==> src/rtl/ram_arbiter.sv <==
// Round-robin arbiter sharing one single-port ram between NUM_REQ requesters.
// Each grant runs the full ram txs/txe handshake before the requester is acknowledged.
module ram_arbiter #(
    parameter int unsigned WORD_SIZE = 32,
    parameter int unsigned ADDR_SIZE = 64,
    parameter int unsigned NUM_REQ   = 2
) (
    input  logic                           clk,
    input  logic                           rst_n,
    input  logic [NUM_REQ-1:0]             req_txs,
    input  logic [NUM_REQ-1:0]             req_read,
    input  logic [NUM_REQ-1:0]             req_write,
    input  logic [NUM_REQ*ADDR_SIZE-1:0]   req_addr,
    input  logic [NUM_REQ*WORD_SIZE-1:0]   req_value,
    output logic [NUM_REQ-1:0]             req_txe,
    output logic [WORD_SIZE-1:0]           resp_out,
    output logic                           resp_err,
    output logic                           mem_txs,
    output logic                           mem_read,
    output logic                           mem_write,
    output logic [ADDR_SIZE-1:0]           mem_addr,
    output logic [WORD_SIZE-1:0]           mem_value,
    input  logic                           mem_txe,
    input  logic [WORD_SIZE-1:0]           mem_out,
    input  logic                           mem_err
);
    localparam int unsigned IdxW = (NUM_REQ > 1) ? $clog2(NUM_REQ) : 1;

    typedef enum logic [1:0] {StIdle, StMemReq, StMemRel, StAck} state_e;

    state_e               state_q, state_d;
    logic [IdxW-1:0]      last_q, last_d;
    logic [IdxW-1:0]      grant_q, grant_d;
    logic [NUM_REQ-1:0]   req_txe_q, req_txe_d;
    logic [WORD_SIZE-1:0] resp_out_q, resp_out_d;
    logic                 resp_err_q, resp_err_d;
    logic                 mem_txs_q, mem_txs_d;
    logic                 mem_read_q, mem_read_d;
    logic                 mem_write_q, mem_write_d;
    logic [ADDR_SIZE-1:0] mem_addr_q, mem_addr_d;
    logic [WORD_SIZE-1:0] mem_value_q, mem_value_d;

    logic [ADDR_SIZE-1:0] addr_arr  [NUM_REQ];
    logic [WORD_SIZE-1:0] value_arr [NUM_REQ];

    for (genvar gi = 0; gi < NUM_REQ; gi++) begin : g_unpack
        assign addr_arr[gi]  = req_addr[gi*ADDR_SIZE +: ADDR_SIZE];
        assign value_arr[gi] = req_value[gi*WORD_SIZE +: WORD_SIZE];
    end

    logic            found;
    logic [IdxW-1:0] winner;
    logic [IdxW-1:0] sel;
    int unsigned     idx;

    // Scan starts just after the last served requester.
    always_comb begin
        found  = 1'b0;
        winner = '0;
        sel    = '0;
        idx    = 0;
        for (int unsigned k = 1; k <= NUM_REQ; k++) begin
            idx = 32'(last_q) + k;
            if (idx >= NUM_REQ) begin
                idx = idx - NUM_REQ;
            end
            sel = IdxW'(idx);
            if (!found && req_txs[sel] && !req_txe_q[sel]) begin
                found  = 1'b1;
                winner = sel;
            end
        end
    end

    always_ff @(posedge clk) begin
        if (!rst_n) begin
            state_q     <= StIdle;
            last_q      <= IdxW'(NUM_REQ - 1);
            grant_q     <= '0;
            req_txe_q   <= '0;
            resp_out_q  <= '0;
            resp_err_q  <= 1'b0;
            mem_txs_q   <= 1'b0;
            mem_read_q  <= 1'b0;
            mem_write_q <= 1'b0;
            mem_addr_q  <= '0;
            mem_value_q <= '0;
        end else begin
            state_q     <= state_d;
            last_q      <= last_d;
            grant_q     <= grant_d;
            req_txe_q   <= req_txe_d;
            resp_out_q  <= resp_out_d;
            resp_err_q  <= resp_err_d;
            mem_txs_q   <= mem_txs_d;
            mem_read_q  <= mem_read_d;
            mem_write_q <= mem_write_d;
            mem_addr_q  <= mem_addr_d;
            mem_value_q <= mem_value_d;
        end
    end

    // Idle waits for mem_txe low so a handshake orphaned by reset can drain.
    always_comb begin
        state_d = state_q;
        unique case (state_q)
            StIdle:   if (!mem_txe && found) state_d = StMemReq;
            StMemReq: if (mem_txe) state_d = StMemRel;
            StMemRel: if (!mem_txe) state_d = StAck;
            StAck:    if (!req_txs[grant_q]) state_d = StIdle;
            default:  state_d = StIdle;
        endcase
    end

    always_comb begin
        last_d      = last_q;
        grant_d     = grant_q;
        req_txe_d   = req_txe_q;
        resp_out_d  = resp_out_q;
        resp_err_d  = resp_err_q;
        mem_txs_d   = mem_txs_q;
        mem_read_d  = mem_read_q;
        mem_write_d = mem_write_q;
        mem_addr_d  = mem_addr_q;
        mem_value_d = mem_value_q;
        unique case (state_q)
            StIdle: begin
                if (!mem_txe && found) begin
                    grant_d     = winner;
                    mem_txs_d   = 1'b1;
                    mem_read_d  = req_read[winner];
                    mem_write_d = req_write[winner];
                    mem_addr_d  = addr_arr[winner];
                    mem_value_d = value_arr[winner];
                end
            end
            StMemReq: begin
                if (mem_txe) begin
                    resp_out_d = mem_out;
                    resp_err_d = mem_err;
                    mem_txs_d  = 1'b0;
                end
            end
            StMemRel: begin
                if (!mem_txe) req_txe_d[grant_q] = 1'b1;
            end
            StAck: begin
                if (!req_txs[grant_q]) begin
                    req_txe_d = '0;
                    last_d    = grant_q;
                end
            end
            default: ;
        endcase
    end

    assign req_txe   = req_txe_q;
    assign resp_out  = resp_out_q;
    assign resp_err  = resp_err_q;
    assign mem_txs   = mem_txs_q;
    assign mem_read  = mem_read_q;
    assign mem_write = mem_write_q;
    assign mem_addr  = mem_addr_q;
    assign mem_value = mem_value_q;

endmodule
==> config.mk <==
export PLATFORM = sky130hd
export DESIGN_NAME = ram_arbiter
export DESIGN_NICKNAME = d
export VERILOG_FILES = /design/src/rtl/ram_arbiter.sv
export SDC_FILE = /design/constraint.sdc
export NUM_CORES = 1
export LEC_CHECK = 0
export ABC_AREA = 0
export CORE_AREA = 2 2 143 145
export DETAILED_ROUTE_END_ITERATION = 8
export DIE_AREA = 0 0 145 147
export GPL_TIMING_DRIVEN = 1
export PLACE_DENSITY = 0.72
export REMOVE_ABC_BUFFERS = 1
export SLEW_MARGIN = 25
export SYNTH_ARGS = -nofsm -noshare
export SYNTH_HDL_FRONTEND = slang
export SYNTH_SLANG_ARGS = --single-unit
export TNS_END_PERCENT = 30
==> constraint.sdc <==
create_clock -name clk -period 1.6 [get_ports clk]
set_input_delay 0.16 -clock clk [delete_from_list [all_inputs] [get_ports clk]]
set_output_delay 0.16 -clock clk [all_outputs]
set_load 0.01 [all_outputs]
Fig. 1: clock distribution
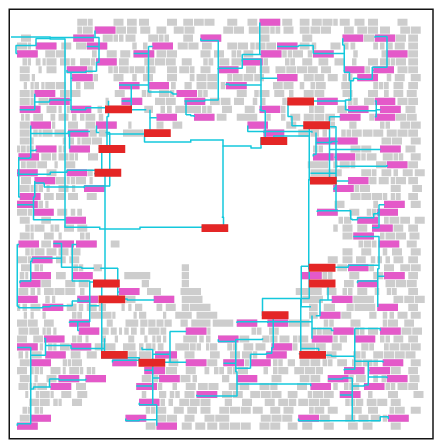
Cyan shows clock wires, length 2060 µm. Red shows clock drivers, count 17. Magenta shows flip-flops, count 138.
There are 18 routed clock nets. Position of the flops: spread over the die.
clock network power: 3810 µW
Clock Skews: 11.0 ps
clock power share: 26.9%
worst-skew pair later-pin latency: 420 ps

Fig. 2: PDN straps and rails
Pins as bars on the die edge. Tap cells in gray.
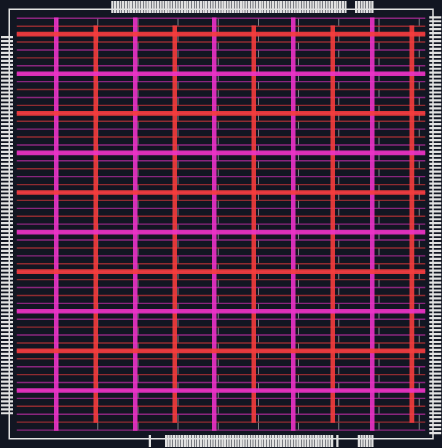
Red shows VDD. Magenta shows VSS.
368 signal pins sit on the boundary. 270 tap cells. 10 straps on met5. 10 straps on met4. 53 met1 rails follow the rows.

Fig. 3: sequential cells colored by netlist name
Other sequential cells in the stronger gray, the rest of the logic in the fainter gray.
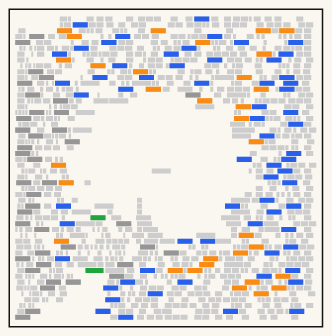
Green shows state_q, placed flops 2. Orange shows mem_value, placed flops 32, where spread over the die. Blue shows mem_addr, placed flops 64, where spread over the die.
Another 40 sequential cells are not colored.

Fig. 4: placement by cell class
Bar = 50 µm.
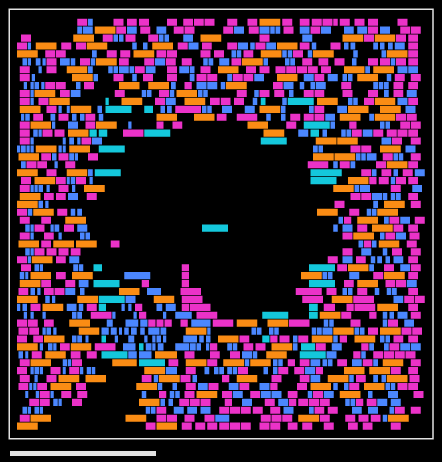
Cyan shows clock drivers and dummy loads, cells 32, share of their area 5.5%. Blue shows combinational and other logic, cells 439, share of their area 26%. Magenta shows remaining buffers and delay cells, cells 416, share of their area 41%. Orange shows sequential cells, cells 138, share of their area 27%.
utilization after layout: 53.6%
Std-Cell Rows: 52
post-layout instance area: 10600 µm²
total core area: 19800 µm²
proportion of cell area occupied by registers: 26.0%

==> flow_summary.toml <==
# synthesis and place-and-route metrics
[cells_and_area]
final.clkbuf_count = 19
logic_area_um2 = 2690
inverters = 8
largest_register_ff_count = 64
antenna_cells = 0
flow.area_growth_from_synthesis_pct = 85.7

[timing]
layout_worst_path_cycle_share_pct = 94.8
final_hold_viol_count = 0
finalSetupViolations = 0

[synth]
synth_chip_area_um2 = 5730
logic_family = "AND-OR/OR-AND gates"
synthesis.instances = 629
synth_cell_type_count = 30
muxShareOfSynthArea_pct = 17.7
post-synth-top-area-cell = "dfxtp_1"
synth_warnings = 0

[setup_path]
cp_slowest_cell = "clkdlybuf4s50_1"
crit_path_start_kind = "flip-flop"
timing.critical_path.from = "mem_value[9]"
reg2reg_to = "mem_value[13]"
path_class = "flip-flop to primary output"
largest_fanout_on_the_critical_path = 2
cp_cell_sequence = "clkdlybuf4s50_1"
worst_r2r_startpoint = "req_txe[1]"
critical-path-top-delay-family = "buffers and inverters"
cp-end-kind = "primary output"

[pwr]
share_comb_of_total_power_pct = 40.3
vdd.ir_drop.worst_mv = 0.669
power.share.switching_pct = 32.0
max_power_group = "combinational logic"
seq_cell_power_uw = 4640

[detailed_routing]
met2RoutedLength_um = 10200
routed_wirelength_um = 20800
drc = 0
number_of_vias_in_the_routed_layout = 6017

[run]
cap_violations = 0

[global_routing]
grt.overflow.total = 0
overall_track_demand_over_capacity_in_global_routing_pct = 18.7

[clocking]
cts_tree = "built"
numClockSinks = 138

[status]
status = "complete, no violations"

[place]
placedInstanceArea_um2 = 9940

[die]
top_level_ports = 368
-- routing by layer --
layer,global-route usage (%),vias to the layer above
li1,-,2990
met1,20.1,2750
met2,32.8,256
met3,8.01,21
met4,6.58,0
met5,0,-
-- placed cells by master, fill, tap and decap left out, types with 2 or more instances in the layout --
| master | n |
|---|---|
| clkdlybuf4s50_1 | 365 |
| dfxtp_1 | 136 |
| a21oi_1 | 134 |
| mux2i_1 | 99 |
| o21ai_0 | 97 |
| nand2_1 | 71 |
| buf_4 | 32 |
| clkbuf_16 | 19 |
| buf_12 | 14 |
| inv_1 | 5 |
| o21ai_1 | 4 |
| nand2b_4 | 3 |
| nor2_1 | 3 |
| ha_1 | 3 |
| clkinv_2 | 3 |
| clkinv_4 | 3 |
| inv_6 | 3 |
| clkinvlp_4 | 3 |
| a31oi_1 | 2 |
Power and IR drop assume default switching activity.
